<file path="config.mk">
export PLATFORM = sky130hd
export DESIGN_NAME = ws2812_rx
export DESIGN_NICKNAME = d
export VERILOG_FILES = /design/src/rtl/ws2812_pkg.sv /design/src/rtl/ws2812_sync_edge.sv /design/src/rtl/ws2812_rx.sv
export SDC_FILE = /design/constraint.sdc
export NUM_CORES = 1
export LEC_CHECK = 0
export CORE_UTILIZATION = 38
export CTS_CLUSTER_DIAMETER = 200
export DETAILED_ROUTE_END_ITERATION = 12
export HOLD_SLACK_MARGIN = 0.02
export MAX_ROUTING_LAYER = met4
export PLACE_DENSITY = 0.67
export SYNTH_ARGS = -nofsm -noshare
export SYNTH_HDL_FRONTEND = slang
export SYNTH_SLANG_ARGS = --single-unit
</file>
<file path="constraint.sdc">
create_clock -name i_Clock -period 4.07 [get_ports i_Clock]
set_input_delay 0.6105 -clock i_Clock [delete_from_list [all_inputs] [get_ports i_Clock]]
set_output_delay 0.6105 -clock i_Clock [all_outputs]
set_load 0.01 [all_outputs]
</file>
<file path="src/rtl/ws2812_pkg.sv">
// Shared WS2812 definitions: FSM state encoding, word width and bit-timing fractions.
// Used by the receiver now and intended for the LED driver as well.
package ws2812_pkg;

    typedef enum logic [1:0] {
        SYNC = 2'd0,
        IDLE = 2'd1,
        HIGH = 2'd2,
        LOW  = 2'd3
    } ws2812_state_t;

    localparam int unsigned BITS_PER_LED = 24;

    // High-pulse limits expressed as num/den microseconds
    localparam int unsigned T_MIN_NUM = 15;
    localparam int unsigned T_MIN_DEN = 100;
    localparam int unsigned T_THR_NUM = 63;
    localparam int unsigned T_THR_DEN = 100;
    localparam int unsigned T_MAX_US  = 2;

    function automatic int unsigned us_to_cycles(
        input int unsigned clock_frequency,
        input int unsigned num,
        input int unsigned den
    );
        return ((clock_frequency / 1000000) * num) / den;
    endfunction

endpackage

</file>
<file path="src/rtl/ws2812_sync_edge.sv">
// Two-flop synchroniser for the WS2812 line, plus a third stage giving
// registered rise/fall pulses aligned with the delayed level.
module ws2812_sync_edge (
    input  logic clk,
    input  logic reset_n,
    input  logic din,
    output logic level,
    output logic rise,
    output logic fall
);

    logic meta;
    logic sync;

    always_ff @(posedge clk) begin
        if (!reset_n) begin
            meta  <= 1'b0;
            sync  <= 1'b0;
            level <= 1'b0;
            rise  <= 1'b0;
            fall  <= 1'b0;
        end else begin
            meta  <= din;
            sync  <= meta;
            level <= sync;
            rise  <= sync & ~level;
            fall  <= ~sync & level;
        end
    end

endmodule

</file>
<file path="src/rtl/ws2812_rx.sv">
// WS2812 single-wire receiver: classifies high pulses into bits, assembles GRB words
// MSB first and flags the low reset gap. Define WS2812_FORWARD_EN to add o_Dout chain forwarding.
module ws2812_rx
    import ws2812_pkg::*;
#(
    parameter int unsigned CLOCK_FREQUENCY = 100000000,
    parameter int unsigned RESET_GAP_US    = 50
) (
    input  logic        i_Clock,
    input  logic        i_Reset_n,
    input  logic        i_Din,
    output logic [23:0] o_Data,
    output logic        o_Valid,
    output logic [7:0]  o_Led_Index,
    output logic        o_Frame_End,
    output logic        o_Error,
    output logic        o_Busy
`ifdef WS2812_FORWARD_EN
    ,
    output logic        o_Dout
`endif
);

    localparam int unsigned T_MIN = us_to_cycles(CLOCK_FREQUENCY, T_MIN_NUM, T_MIN_DEN);
    localparam int unsigned T_THR = us_to_cycles(CLOCK_FREQUENCY, T_THR_NUM, T_THR_DEN);
    localparam int unsigned T_MAX = us_to_cycles(CLOCK_FREQUENCY, T_MAX_US, 1);
    localparam int unsigned T_GAP = us_to_cycles(CLOCK_FREQUENCY, RESET_GAP_US, 1);

    localparam logic [16:0] T_MIN_C = 17'(T_MIN);
    localparam logic [16:0] T_THR_C = 17'(T_THR);
    localparam logic [16:0] T_MAX_C = 17'(T_MAX);
    localparam logic [16:0] T_GAP_C = 17'(T_GAP);

    localparam logic [1:0] ST_SYNC = SYNC;
    localparam logic [1:0] ST_IDLE = IDLE;
    localparam logic [1:0] ST_HIGH = HIGH;
    localparam logic [1:0] ST_LOW  = LOW;

    localparam logic [4:0] LAST_BIT = 5'(BITS_PER_LED - 1);

    logic        level;
    logic        rise;
    logic        fall;
    logic [1:0]  state;
    logic [15:0] timer;
    logic [16:0] t;
    logic        bit_val;
    logic [22:0] shift;
    logic [4:0]  bit_cnt;
    logic [7:0]  word_cnt;

    ws2812_sync_edge u_sync_edge (
        .clk     (i_Clock),
        .reset_n (i_Reset_n),
        .din     (i_Din),
        .level   (level),
        .rise    (rise),
        .fall    (fall)
    );

    // The timer restarts on the edge pulse, so t counts the edge cycle itself.
    always_ff @(posedge i_Clock) begin
        if (!i_Reset_n) begin
            timer <= '0;
        end else if (rise || fall || (state == ST_SYNC && level)) begin
            timer <= '0;
        end else if (timer != '1) begin
            timer <= timer + 16'd1;
        end
    end

    always_comb begin
        t       = {1'b0, timer} + 17'd1;
        bit_val = (t >= T_THR_C);
    end

    assign o_Busy = (state == ST_HIGH) || (state == ST_LOW);

`ifdef WS2812_FORWARD_EN
    logic fwd_en;
    logic fwd_dly;
`endif

    always_ff @(posedge i_Clock) begin
        if (!i_Reset_n) begin
            state       <= ST_SYNC;
            shift       <= '0;
            bit_cnt     <= '0;
            word_cnt    <= '0;
            o_Data      <= '0;
            o_Valid     <= 1'b0;
            o_Led_Index <= '0;
            o_Frame_End <= 1'b0;
            o_Error     <= 1'b0;
`ifdef WS2812_FORWARD_EN
            fwd_en      <= 1'b0;
`endif
        end else begin
            o_Valid     <= 1'b0;
            o_Frame_End <= 1'b0;
            o_Error     <= 1'b0;
            case (state)
                ST_SYNC: begin
                    bit_cnt  <= '0;
                    word_cnt <= '0;
`ifdef WS2812_FORWARD_EN
                    fwd_en   <= 1'b0;
`endif
                    if (!level && !fall && t >= T_GAP_C) begin
                        state <= ST_IDLE;
                    end
                end
                ST_IDLE: begin
                    if (rise) begin
                        state <= ST_HIGH;
                    end
                end
                ST_HIGH: begin
                    if (fall) begin
                        if (t < T_MIN_C) begin
                            o_Error <= 1'b1;
                            state   <= ST_SYNC;
                        end else begin
                            shift <= {shift[21:0], bit_val};
                            state <= ST_LOW;
                            if (bit_cnt == LAST_BIT) begin
                                o_Data      <= {shift, bit_val};
                                o_Valid     <= 1'b1;
                                o_Led_Index <= word_cnt;
                                bit_cnt     <= '0;
                                if (word_cnt != '1) begin
                                    word_cnt <= word_cnt + 8'd1;
                                end
`ifdef WS2812_FORWARD_EN
                                fwd_en <= 1'b1;
`endif
                            end else begin
                                bit_cnt <= bit_cnt + 5'd1;
                            end
                        end
                    end else if (t >= T_MAX_C) begin
                        o_Error <= 1'b1;
                        state   <= ST_SYNC;
                    end
                end
                ST_LOW: begin
                    if (rise) begin
                        state <= ST_HIGH;
                    end else if (t >= T_GAP_C) begin
                        o_Frame_End <= 1'b1;
                        o_Error     <= (bit_cnt != '0);
                        bit_cnt     <= '0;
                        word_cnt    <= '0;
                        state       <= ST_IDLE;
`ifdef WS2812_FORWARD_EN
                        fwd_en      <= 1'b0;
`endif
                    end
                end
                default: state <= ST_SYNC;
            endcase
        end
    end

`ifdef WS2812_FORWARD_EN
    // level is already one clock behind the synchroniser; two more stages make three.
    always_ff @(posedge i_Clock) begin
        if (!i_Reset_n) begin
            fwd_dly <= 1'b0;
            o_Dout  <= 1'b0;
        end else begin
            fwd_dly <= level;
            o_Dout  <= (fwd_en && state != ST_SYNC) ? fwd_dly : 1'b0;
        end
    end
`endif

endmodule
</file>
==> run_1/congestion_map.png <==
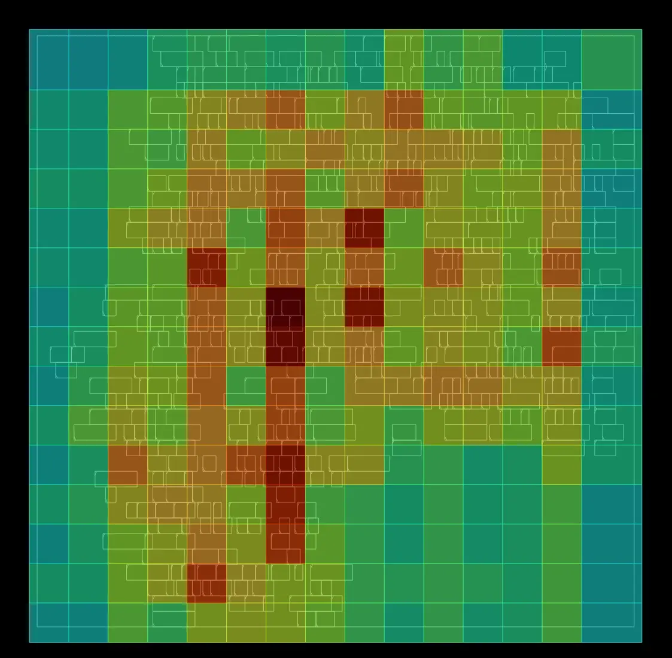
post-layout util: 44.9%
wire length per cell: 13.4 um
M2 GR Usage: 25.1%
met1 usage: 21.9%
gr usage total: 16.8%

==> run_1/clock_wires.png <==
Scale bar: 20 um.
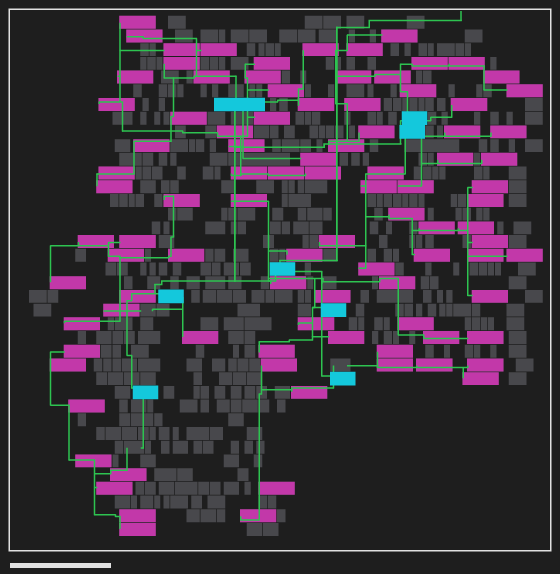
[cyan] clock-net drivers | count: 9
[magenta] flip-flops | count: 94
[green] clock wires | length: 1140 um
routed clock nets	10

==> run_1/m3.png <==
Scale bar: 20 um.
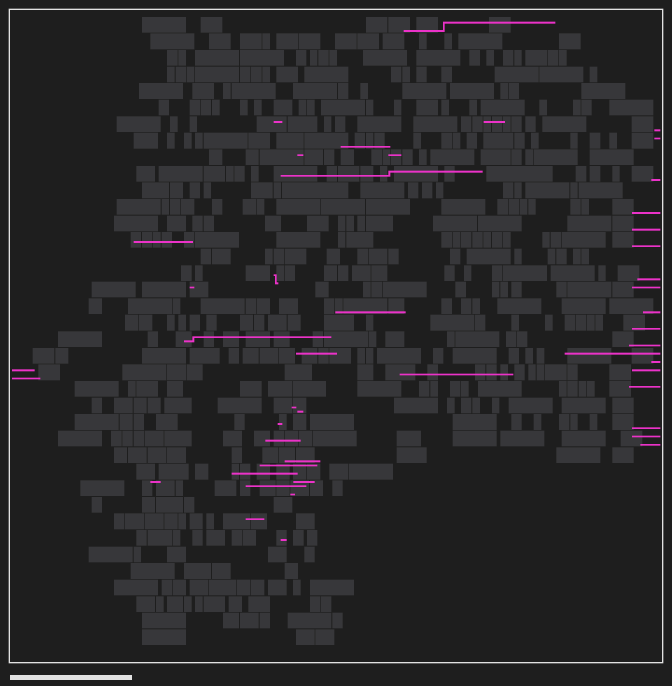
nets with wire on the layer	40
longest straight run	22.5 um

==> flow_summary.json, run 1 <==
{
  "totalWireLength_um": 8920,
  "hpwl_um": 5940,
  "post_cts_buffers": 0,
  "cts_tree": "yes",
  "flop-count": 94,
  "ys_cells": 508,
  "worstReg2RegStart": "timer[0]",
  "nClkBuffers": 9,
  "cts_buffer_depth": 2,
  "antenna_found_initial": 0,
  "arrival_ps": 3810,
  "rrSetupSlack_ps": 570,
  "tightest_slew_ps": 1100,
  "p_leak_nw": 1.58,
  "fmax_ghz": 0.286,
  "grt_pass1_wl_um": 15100,
  "max_stage_delay_ps": 610,
  "synth_cell_types": 60,
  "clk_pin_slew_ps": 100,
  "dieArea_sq_um": 11500,
  "yosys_warnings": 0,
  "drtIter0Drc": 225,
  "final_cell_count_no_fill": 667,
  "place.gp.congestion": 0.890,
  "cts_max_level": 3,
  "logic_area_sq_um": 2090,
  "cp-endpoint": "o_Error",
  "adder_share_pct": 1.49,
  "first_global_vias": 3226,
  "edf_count": 0,
  "hold_depth": 1,
  "setup_viol": 0,
  "clk_latency_ps": 370,
  "timing.rr.end": "o_Error",
  "synthFlopType": "dfxtp_1",
  "cp_max_fo": 31,
  "power_density_nw_per_um2": 348,
  "warnings": 28,
  "drc_errors": 0,
  "rows": 38,
  "critPathKind": "register to register",
  "ys_sh_aoi_pct": 18.6,
  "fp.coreArea_sq_um": 10800,
  "rsz0062_at_grt": "false",
  "dr.pass1.iters": 4,
  "syn_avg_cell_area_sq_um": 8.27,
  "ir_drop_mv": 0.212,
  "finalClockSkew_ps": 15.9,
  "fin_crit_sh_pct": 86.0,
  "dp_cells": 651,
  "cts_buffers": 9,
  "crit_chain": "ha_1 -> nand2_1 -> o21ai_0 -> nand4_1 -> or4_1 -> o21a_1 -> o32a_1 -> nor2_1",
  "netlist_instances": 508,
  "cts_root_buffer": "clkbuf_8",
  "maxCapViolCount": 0,
  "num-nonclk-buffers": 42,
  "seq_area_sq_um": 1880,
  "fp_nets": 516,
  "ios": 39,
  "worstRegToRegCells": 8,
  "layout.nonclk_buf_share_pct": 8.74,
  "logic_family": "simple AND/OR/NAND/NOR gates",
  "sh_comb_area_pct": 43.1,
  "initial_core_util_pct": 38.9,
  "area_dominant_class": "combinational gates",
  "cpMaxStageDelayCell": "o21a_1",
  "endpoint_kind": "register",
  "grt_max_degree": 60,
  "logic_gate_count": 364,
  "cts_hold_buf": 0,
  "yosys.area_share.simple_pct": 25.4,
  "vias_per_cell": 5.38,
  "fp.dieW_um": 107,
  "vias": 3591,
  "cts.sinks": 94,
  "fillCellCount": 1043,
  "fin_tns_setup_ps": 0,
  "netlist_area_sq_um": 4200,
  "hold_viol": 0,
  "ys_seq_share_pct": 44.8,
  "port_buffers": 38,
  "required_ps": 4380,
  "async_reset_ff_share_pct": 0,
  "tap-cell-count": 140,
  "cts_resized": 0,
  "p_total_w": 0.00168,
  "run_status": "finished, final reports clean",
  "antenna_cells": 0,
  "clkCellAreaFrac_pct": 4.81,
  "die_h_um": 107,
  "ys_seq_elements": 94,
  "antenna_left": 0,
  "grt.overflow.total": 0,
  "inverters": 11,
  "drive_gt1_share_pct": 7.02,
  "relSlewSlack_pct": 26.8,
  "worstSetupStartpoint": "timer[0]",
  "muxShareOfSynthArea_pct": 1.22,
  "ys_sh_xor_pct": 2.92,
  "cp-start-kind": "register",
  "drv_slew": 0,
  "yosys_area_sq_um": 4200,
  "nets": 530,
  "layout_min_cycle_time_ps": 3500,
  "worst_hold_path_type": "register to register",
  "timing.hold.ws_ps": 414,
  "seq_share_pct": 38.9,
  "syn_to_final_growth_pct": 15.2
}
## run 1: cell usage in the layout, fill, tap and decap left out, drive strengths merged, types with 3 or more instances in the layout
master,Yosys,final
clkbuf,17,9
xnor2,11,11
and4,4,4
nor2,15,15
nand3,42,42
o21ai,13,13
dfxtp,94,94
nor4,6,6
a41oi,4,4
a31oi,6,6
and3,8,8
clkdlybuf4s50,0,38
nor4b,4,4
nor3b,3,3
nand4,9,9
nor2b,4,4
nand2,96,96
mux2i,4,4
a21oi,74,74
nor3,6,6
ha,5,5
xor2,3,3
a221o,3,3
and2,6,6
buf,22,4
o211ai,8,8
inv,11,16
## run 1: critical path, delay by kind of cell, from the launching register on
kind | cells | cell delay, ps
simple gates | 4 | 1080
compound gates | 3 | 1540
flops | 1 | 490
fa+ha+maj | 1 | 340
## run 1: cell usage after synthesis, drive strengths merged (5+ instances only)
cell,number,share of area [%]
o21ai,13,1.6
dfxtp,94,45
nand3,42,5.2
clkbuf,17,1.5
a21oi,74,8.8
and2,6,0.89
nor2,15,1.3
and3,8,1.2
nor3,6,0.71
xnor2,11,2.3
nand4,9,1.6
ha,5,1.5
nand2,96,8.6
inv,11,0.98
a31oi,6,0.89
nor4,6,1.2
buf,22,3.1
o211ai,8,1.5
## run 1: state kept, by name, summed over array words and instances (netlist names)
| register | flops |
|---|---|
| o_Data | 24 |
| shift | 23 |
| timer | 16 |
| o_Led_Index | 8 |
| word_cnt | 8 |
| bit_cnt | 5 |
| state | 2 |
| o_Error | 1 |
| o_Frame_End | 1 |
| o_Valid | 1 |
| u_sync_edge.fall | 1 |
| u_sync_edge.level | 1 |
| u_sync_edge.meta | 1 |
| u_sync_edge.rise | 1 |
| u_sync_edge.sync | 1 |
## run 1: report_power, final
| group | switching (W) | internal [W] |
|---|---|---|
| combinational | 0.0000209 | 0.00000908 |
| sequential | 0.00000663 | 0.000923 |
| clock | 0.000361 | 0.000361 |
| total | 0.000389 | 0.00129 |
## run 1: logic make-up after synthesis
| group | Yosys count |
|---|---|
| buffers and inverters | 50 |
| AND/OR/NAND/NOR | 213 |
| AND-OR/OR-AND | 127 |
| flip-flops | 94 |
| adder cells (fa/ha/maj) | 5 |
| multiplexers | 5 |
| XOR/XNOR | 14 |
## run 1: worst min-delay path by stage
stage / end / slack [ps] / from
global placement: u_sync_edge.fall / 390 / u_sync_edge.sync
detailed placement: u_sync_edge.fall / 400 / u_sync_edge.sync
floorplan: u_sync_edge.fall / 380 / u_sync_edge.sync
CTS: u_sync_edge.fall / 420 / u_sync_edge.sync
finish: u_sync_edge.fall / 410 / u_sync_edge.sync
global route: u_sync_edge.fall / 440 / u_sync_edge.sync
## run 1: layer usage
metal  part of all wire [%]  track usage [%]  vias up  routed length, um
li1                       -                -     1829                  -
met1                     49             21.9     1687               4350
met2                     46             25.1       62               4120
met3                    3.1             3.28       13                277
met4                    1.8             7.63        0                164
met5                      0                -        -                  0
## run 1: metrics by stage
stage / instance area, sq um / worst slack [ps]
6_report: 4840 / 572
5_1_grt: 4840 / 286
4_1_cts: 4840 / 591
3_5_place_dp: 4610 / 617
3_3_place_gp: 4610 / 794
2_1_floorplan: 4200 / 1460
==> run_1/layers.png <==
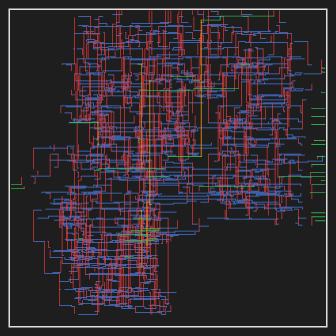

==> run 2, diff against run 1 <==
--- a/config.mk
+++ b/config.mk
@@ -5,12 +5,12 @@
 export SDC_FILE = /design/constraint.sdc
 export NUM_CORES = 1
 export LEC_CHECK = 0
-export CORE_UTILIZATION = 38
+export CORE_UTILIZATION = 50
 export CTS_CLUSTER_DIAMETER = 200
 export DETAILED_ROUTE_END_ITERATION = 12
 export HOLD_SLACK_MARGIN = 0.02
 export MAX_ROUTING_LAYER = met4
-export PLACE_DENSITY = 0.67
+export PLACE_DENSITY = 0.81
 export SYNTH_ARGS = -nofsm -noshare
 export SYNTH_HDL_FRONTEND = slang
 export SYNTH_SLANG_ARGS = --single-unit
==> run_2/layers.png <==
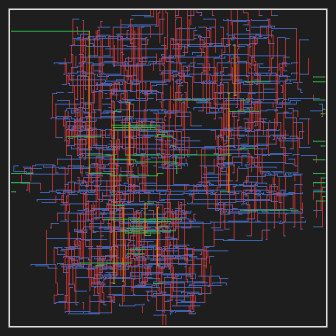
colour	layer	wire length
blue	M1	4000 um
red	M2	4340 um
green	M3	382 um
orange	M4	204 um

==> flow_summary.json, run 2 <==
{
  "run_status": "finished, final reports clean",
  "dieArea_sq_um": 8770,
  "relSlewSlack_pct": 28.4,
  "warnings": 28,
  "fmax_ghz": 0.289,
  "power_density_nw_per_um2": 332,
  "cts_hold_buf": 0,
  "fillCellCount": 714,
  "ys_cells": 508,
  "clk_latency_ps": 370,
  "syn_avg_cell_area_sq_um": 8.27,
  "hold_viol": 0,
  "grt_max_degree": 60,
  "netlist_instances": 508,
  "arrival_ps": 3770,
  "holdCritStartpoint": "u_sync_edge.sync",
  "rsz0062_at_grt": "false",
  "totalWireLength_um": 8930,
  "ir_drop_mv": 0.189,
  "fp.dieW_um": 93.7,
  "drv_slew": 0,
  "drc_errors": 0,
  "dr.pass1.iters": 5,
  "first_global_vias": 3373,
  "antenna_left": 0,
  "fp_nets": 516,
  "common_cells": "nand2_1, dfxtp_1, a21oi_1",
  "lay_top_cells": "nand2_1, dfxtp_1, a21oi_1",
  "worstSetupStartpoint": "timer[0]",
  "syn_to_final_growth_pct": 13.1,
  "cts.sinks": 94,
  "vias": 3675,
  "top_regs": "o_Data: 24 flops, shift: 23 flops, timer: 16 flops",
  "layout_setup_ws_ps": 611,
  "die_h_um": 93.7,
  "async_reset_ff_share_pct": 0,
  "grt.overflow.total": 0,
  "required_ps": 4380,
  "largest_reg_flops": 24,
  "worst_hold_path_type": "register to register",
  "registers.top_by_ff_count": "o_Data",
  "edf_count": 0,
  "ys_seq_share_pct": 44.8,
  "tightest_slew_ps": 1070,
  "netlist_area_sq_um": 4200,
  "layout_min_cycle_time_ps": 3460,
  "crit_chain": "ha_1 -> nand2_1 -> o21ai_0 -> nand4_1 -> or4_1 -> o21a_1 -> o32a_1 -> nor2_1",
  "seq_area_sq_um": 1880,
  "antenna_cells": 0,
  "cpMaxStageDelayCell": "o21a_1",
  "ys_seq_elements": 94,
  "antenna_found_initial": 0,
  "cts_buffer_depth": 2,
  "worstReg2RegStart": "timer[0]",
  "place_ws_ps": 713,
  "synth.most_common_cell": "nand2_1",
  "synth_cell_types": 60,
  "cts_buffers": 9,
  "synthFlopType": "dfxtp_1",
  "cts_max_level": 3,
  "rows": 33,
  "maxCapViolCount": 0,
  "initial_core_util_pct": 51.4,
  "grt_pass1_wl_um": 15300,
  "top_area_cell": "dfxtp_1",
  "fin_tns_setup_ps": 0,
  "cp_max_fo": 31,
  "cts_resized": 0,
  "lay_top_count": "nand2_1",
  "drtIter0Drc": 223,
  "fp.coreArea_sq_um": 8180,
  "cp-start-kind": "register",
  "max_stage_delay_ps": 610,
  "ios": 39,
  "vias_per_cell": 5.81,
  "nets": 530,
  "critPathKind": "register to register",
  "post_cts_buffers": 0,
  "cts_tree": "yes",
  "hpwl_um": 5950,
  "netlist_top_cells_area": "dfxtp_1, a21oi_1, nand2_1, nand3_1, xnor2_1",
  "logic_area_sq_um": 2090,
  "fin_crit_sh_pct": 85.0,
  "top_area_share_pct": 44.8,
  "finalClockSkew_ps": 10.2,
  "p_total_w": 0.00158,
  "place.gp.congestion": 0.901,
  "cts_root_buffer": "clkbuf_8",
  "yosys_area_sq_um": 4200,
  "yosys_warnings": 0,
  "endpoint_kind": "register",
  "p_leak_nw": 1.56,
  "clk_pin_slew_ps": 100,
  "setup_viol": 0,
  "port_buffers": 38,
  "drive_gt1_share_pct": 7.02
}
==> run_2/congestion_map.png <==
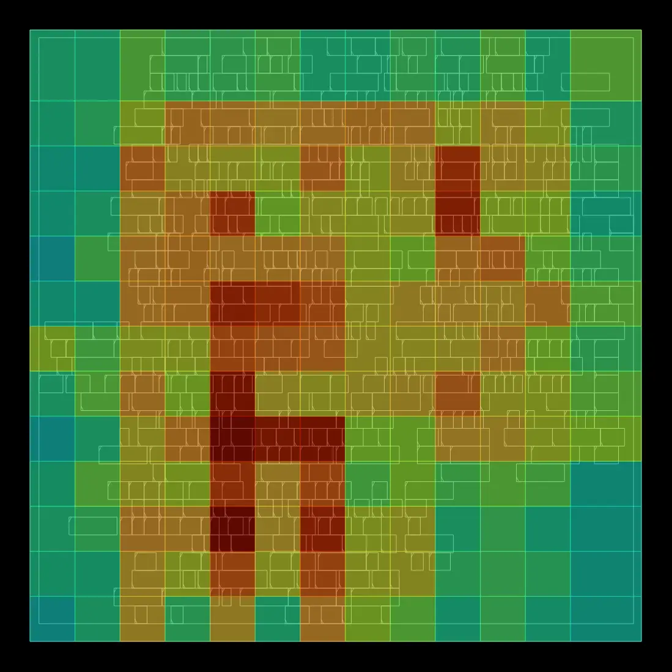
gr usage total: 22.6%
Most Used Layer, Global Route: met2
M2 GR Usage: 35.7%
wire length per cell: 14.1 um
met1 usage: 28.1%

## run 2: cell types whose count changed in the layout (fill, tap and decap cells not counted), sizes merged
cell / before / now
bufinv: 2 / 0
clkinv: 0 / 3
inv: 16 / 15
## run 2: where the power goes
| part | internal [W] | switching, W | total, W | leakage [nW] |
|---|---|---|---|---|
| clock network | 0.000244 | 0.000373 | 0.000618 | 0.103 |
| registers | 0.000923 | 0.00000648 | 0.000930 | 0.758 |
| logic | 0.00000909 | 0.0000208 | 0.0000299 | 0.700 |
| total | 0.00118 | 0.000401 | 0.00158 | 1.56 |
## run 2: kinds of logic (layout without fill, tap and decap cells)
group,after synthesis,count (layout),share of synthesized area (%)
and+or+nand+nor,213,213,25.4
AOI/OAI and AO/OA,127,127,18.6
DFF,94,94,44.8
buffers and inverters,50,69,5.60
xor gates and xnor gates,14,14,2.92
adders and majority gates,5,5,1.49
muxes,5,5,1.22
## run 2: path summary, 6_finish.rpt
check,endpoint,slack [ps],depth (start not counted)
setup / recovery,o_Error,610,8
hold / removal,u_sync_edge.fall,410,1
setup reg to reg,o_Error,610,8
hold reg to reg,u_sync_edge.fall,410,1
## run 2: stage by stage
| stage | std cells | hold WS [ps] | utilization, % | instance area, sq um |
|---|---|---|---|---|
| final | 632 | 409 | 58.1 | 4750 |
| after global routing | 632 | 442 | 58.1 | 4750 |
| after CTS | 632 | 414 | 58.1 | 4750 |
| after detailed placement | 616 | 400 | 55.7 | 4550 |
| after global placement | 616 | 389 | 55.7 | 4550 |
| after floorplan | 508 | 384 | - | 4200 |
## run 2: final cells by class
| type | count | share of cell area, % |
|---|---|---|
| Clock buffer | 9 | 2.61 |
| Tap cell | 105 | 2.76 |
| Clock inverter | 7 | 1.61 |
| Sequential cell | 94 | 39.6 |
| Inverter | 11 | 0.869 |
| Timing Repair Buffer | 42 | 8.64 |
| Multi-Input combinational cell | 364 | 43.9 |
## run 2: worst max-delay path: cells and delay by family (launching register included)
| family | cells | cell delay, ps |
|---|---|---|
| adders and majority gates | 1 | 350 |
| and+or+nand+nor | 4 | 1030 |
| AOI/OAI and AO/OA | 3 | 1510 |
| DFF | 1 | 490 |
## run 2: layer usage
| metal | global-route usage (%) | part of all wire (%) | vias to the layer above |
|---|---|---|---|
| met1 | 28.1 | 45 | 1724 |
| met2 | 35.7 | 49 | 103 |
| met4 | 10.5 | 2.3 | 0 |
| li1 | - | - | 1830 |
| met3 | 4.05 | 4.3 | 18 |
| met5 | - | 0 | - |
==> run_2/m3.png <==
Scale bar: 20 um.
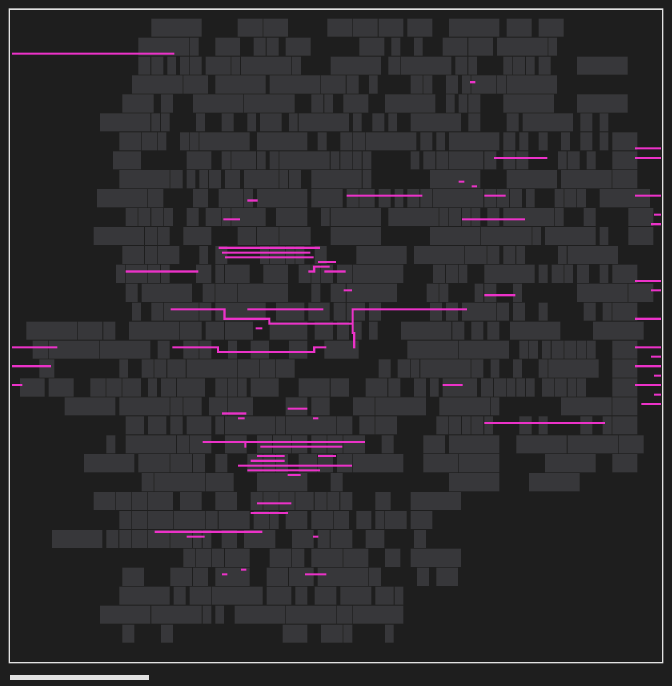

==> run 3, diff against run 2 <==
==> constraint.sdc (replaced) <==
create_clock -name i_Clock -period 3.4 [get_ports i_Clock]
set_input_delay 0.51 -clock i_Clock [delete_from_list [all_inputs] [get_ports i_Clock]]
set_output_delay 0.51 -clock i_Clock [all_outputs]
set_load 0.01 [all_outputs]
==> run_3/m3.png <==
Scale bar: 20 um.
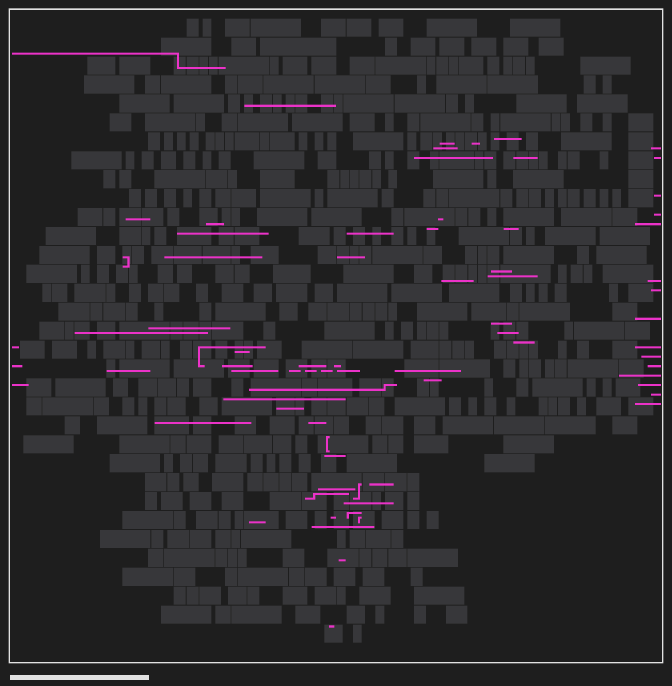
Routed WL: 8950 um
GR Util met3: 4.29%

==> run_3/layers.png <==
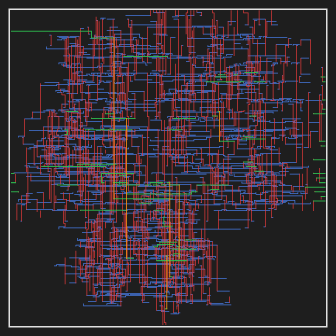
colour	layer	wire length
green	M3	366 um
blue	M1	4070 um
orange	M4	163 um
red	M2	4360 um

==> flow_summary.json, run 3 <==
{
  "arrival_ps": 3380,
  "antenna_left": 0,
  "async_reset_ff_share_pct": 0,
  "logic_family": "simple AND/OR/NAND/NOR gates",
  "dr.pass1.iters": 5,
  "p_total_w": 0.00192,
  "netlist_area_sq_um": 4200,
  "endpoint_kind": "register",
  "top_area_share_pct": 44.8,
  "cts_buffers": 9,
  "top_area_cell": "dfxtp_1",
  "top_regs": "o_Data: 24 flops, shift: 23 flops, timer: 16 flops",
  "tightest_slew_ps": 553,
  "grt_pass1_wl_um": 15100,
  "fp.dieW_um": 93.7,
  "lay_top_count": "nand2_1",
  "hpwl_um": 6210,
  "dieArea_sq_um": 8770,
  "netlist_instances": 508,
  "worstRegToRegCells": 9,
  "timing.rr.end": "o_Data[0]",
  "muxShareOfSynthArea_pct": 1.22,
  "nets": 539,
  "cts_buffer_depth": 2,
  "cp-start-kind": "register",
  "setup_viol": 0,
  "vias": 3692,
  "grt_max_degree": 57,
  "drc_errors": 0,
  "lay_top_cells": "nand2_1, dfxtp_1, a21oi_1",
  "track_usage_pct": 22.4,
  "cts.sinks": 94,
  "edf_count": 0,
  "place_area_sq_um": 4620,
  "wire_per_inst_um": 14.0,
  "yosys_warnings": 0,
  "ys_sh_aoi_pct": 18.6,
  "netlist_top_cells_area": "dfxtp_1, a21oi_1, nand2_1, nand3_1, xnor2_1",
  "hold_viol": 0,
  "yosys.area_share.simple_pct": 25.4,
  "ios": 39,
  "adder_share_pct": 1.49,
  "clk_latency_ps": 370,
  "hold_path_end": "u_sync_edge.fall",
  "rows": 33,
  "layout_setup_ws_ps": 246,
  "drv_slew": 0,
  "synthFlopType": "dfxtp_1",
  "place.gp.congestion": 0.945,
  "finalClockSkew_ps": 12.2,
  "drtIter0Drc": 243,
  "worstReg2RegStart": "timer[0]",
  "layout_min_cycle_time_ps": 3150,
  "holdCritStartpoint": "u_sync_edge.sync",
  "ys_cells": 508,
  "place_ws_ps": 270,
  "dp_cells": 625,
  "syn_to_final_growth_pct": 14.8,
  "relSlewSlack_pct": 62.6,
  "port_buffers": 38,
  "ys_seq_elements": 94,
  "cts_resized": 0,
  "fp_nets": 516,
  "rsz0062_at_grt": "false",
  "cts_max_level": 3,
  "warnings": 28,
  "hold_depth": 1,
  "post_cts_buffers": 0,
  "fin_crit_sh_pct": 92.8,
  "fmax_ghz": 0.317,
  "cts_hold_buf": 0,
  "fillCellCount": 748,
  "ys_seq_share_pct": 44.8,
  "first_global_vias": 3334,
  "critPathKind": "register to register",
  "synth_cell_types": 60,
  "final_cell_count_no_fill": 641,
  "rrSetupSlack_ps": 250,
  "vias_per_cell": 5.76,
  "yosys_area_sq_um": 4200,
  "synth.most_common_cell": "nand2_1",
  "maxCapViolCount": 0,
  "fp.coreArea_sq_um": 8180,
  "clk_pin_slew_ps": 90,
  "initial_core_util_pct": 51.4,
  "worst_hold_path_type": "register to register",
  "largest_reg_flops": 24,
  "cts_root_buffer": "clkbuf_8",
  "ys_sh_xor_pct": 2.92,
  "antenna_cells": 0,
  "fin_tns_setup_ps": 0,
  "run_status": "finished, final reports clean",
  "cp_max_fo": 17,
  "registers.top_by_ff_count": "o_Data",
  "grt.overflow.total": 0,
  "cts_tree": "yes",
  "drive_gt1_share_pct": 8.40,
  "p_leak_nw": 1.60,
  "die_h_um": 93.7,
  "power_density_nw_per_um2": 398
}
==> run 3: cell counts after synthesis <==
Identical to the previous run, type by type.
==> run 3: cells by family (layout without fill, tap and decap cells) <==
logic type	count (synthesis)	in the layout
AND-OR/OR-AND	127	127
XOR/XNOR	14	14
adder cells (fa/ha/maj)	5	5
buffers and inverters	50	78
flip-flops	94	94
multiplexers	5	5
AND/OR/NAND/NOR	213	213
==> run 3: how the worst max path moves through the flow <==
stage                        endpoint  depth (start not counted)  startpoint
final                       o_Data[0]                          9    timer[0]
after global routing         shift[0]                          9    timer[0]
after CTS                   o_Data[0]                          9    timer[0]
after detailed placement    o_Data[0]                          9    timer[0]
after global placement      o_Data[0]                          9    timer[0]
after floorplan           word_cnt[5]                          9    timer[1]
==> run 3: critical path, stage by stage (launching register included) <==
cell and delay, ps:
dfxtp_1 490, ha_1 360, and2_1 290, and3_1 220, a31oi_1 130, or4_1 720
o2111a_1 400, buf_4 230, nor2_1 130, a211oi_2 60
==> run 3: power breakdown <==
group	leakage, nW	switching (W)	internal, W
sequential	0.758	0.00000800	0.00111
clock	0.101	0.000415	0.000356
combinational	0.744	0.0000260	0.0000124
total	1.60	0.000449	0.00147
==> run 3: cell type report <==
| class | instances | area [sq um] | share of cell area [%] |
|---|---|---|---|
| clock buffer | 10 | 128 | 2.65 |
| clock inverter | 6 | 77.6 | 1.61 |
| tap | 105 | 131 | 2.72 |
| sequential | 94 | 1880 | 39.0 |
| multi-input combinational | 364 | 2090 | 43.3 |
| inverter | 11 | 41.3 | 0.856 |
| timing repair buffer | 51 | 478 | 9.91 |
==> run 3: routing by layer <==
layer	GRT usage [%]	routed length, um	up-vias
li1	-	-	1846
met1	26.9	4070	1704
met2	36.5	4360	128
met3	4.29	366	14
met4	9.87	163	0
met5	-	0	-
==> run 3: stage by stage <==
stage | hold slack, ps | util (%)
finish | 407 | 59.0
detailed placement | 399 | 56.5
global route | 435 | 59.0
CTS | 412 | 59.0
floorplan | 384 | -
global placement | 387 | 56.5

==> screenshots <==
Metal 2.
picture 1
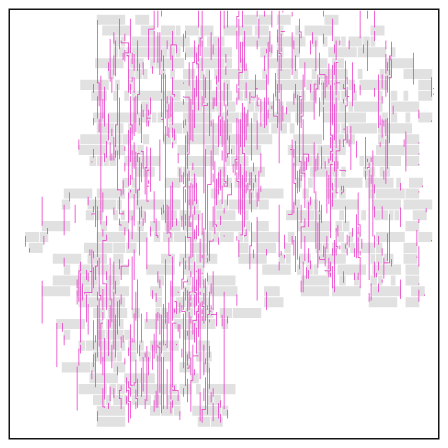
picture 2
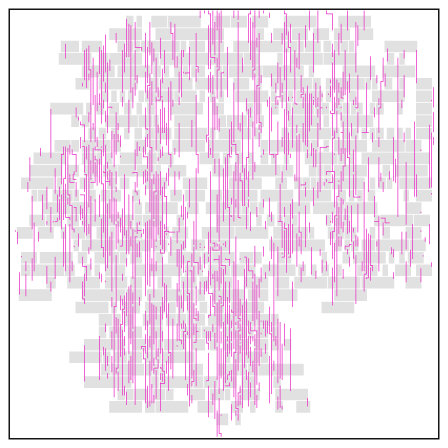
picture 3
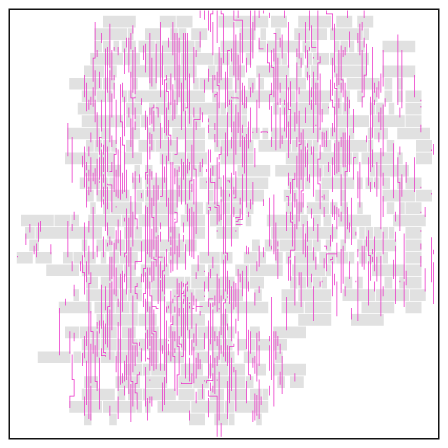
| picture | from |
|---|---|
| picture 2 | run 3 |
| picture 1 | run 1 |
| picture 3 | run 2 |

No activity file was given, so power comes from the tool's default toggle rates.
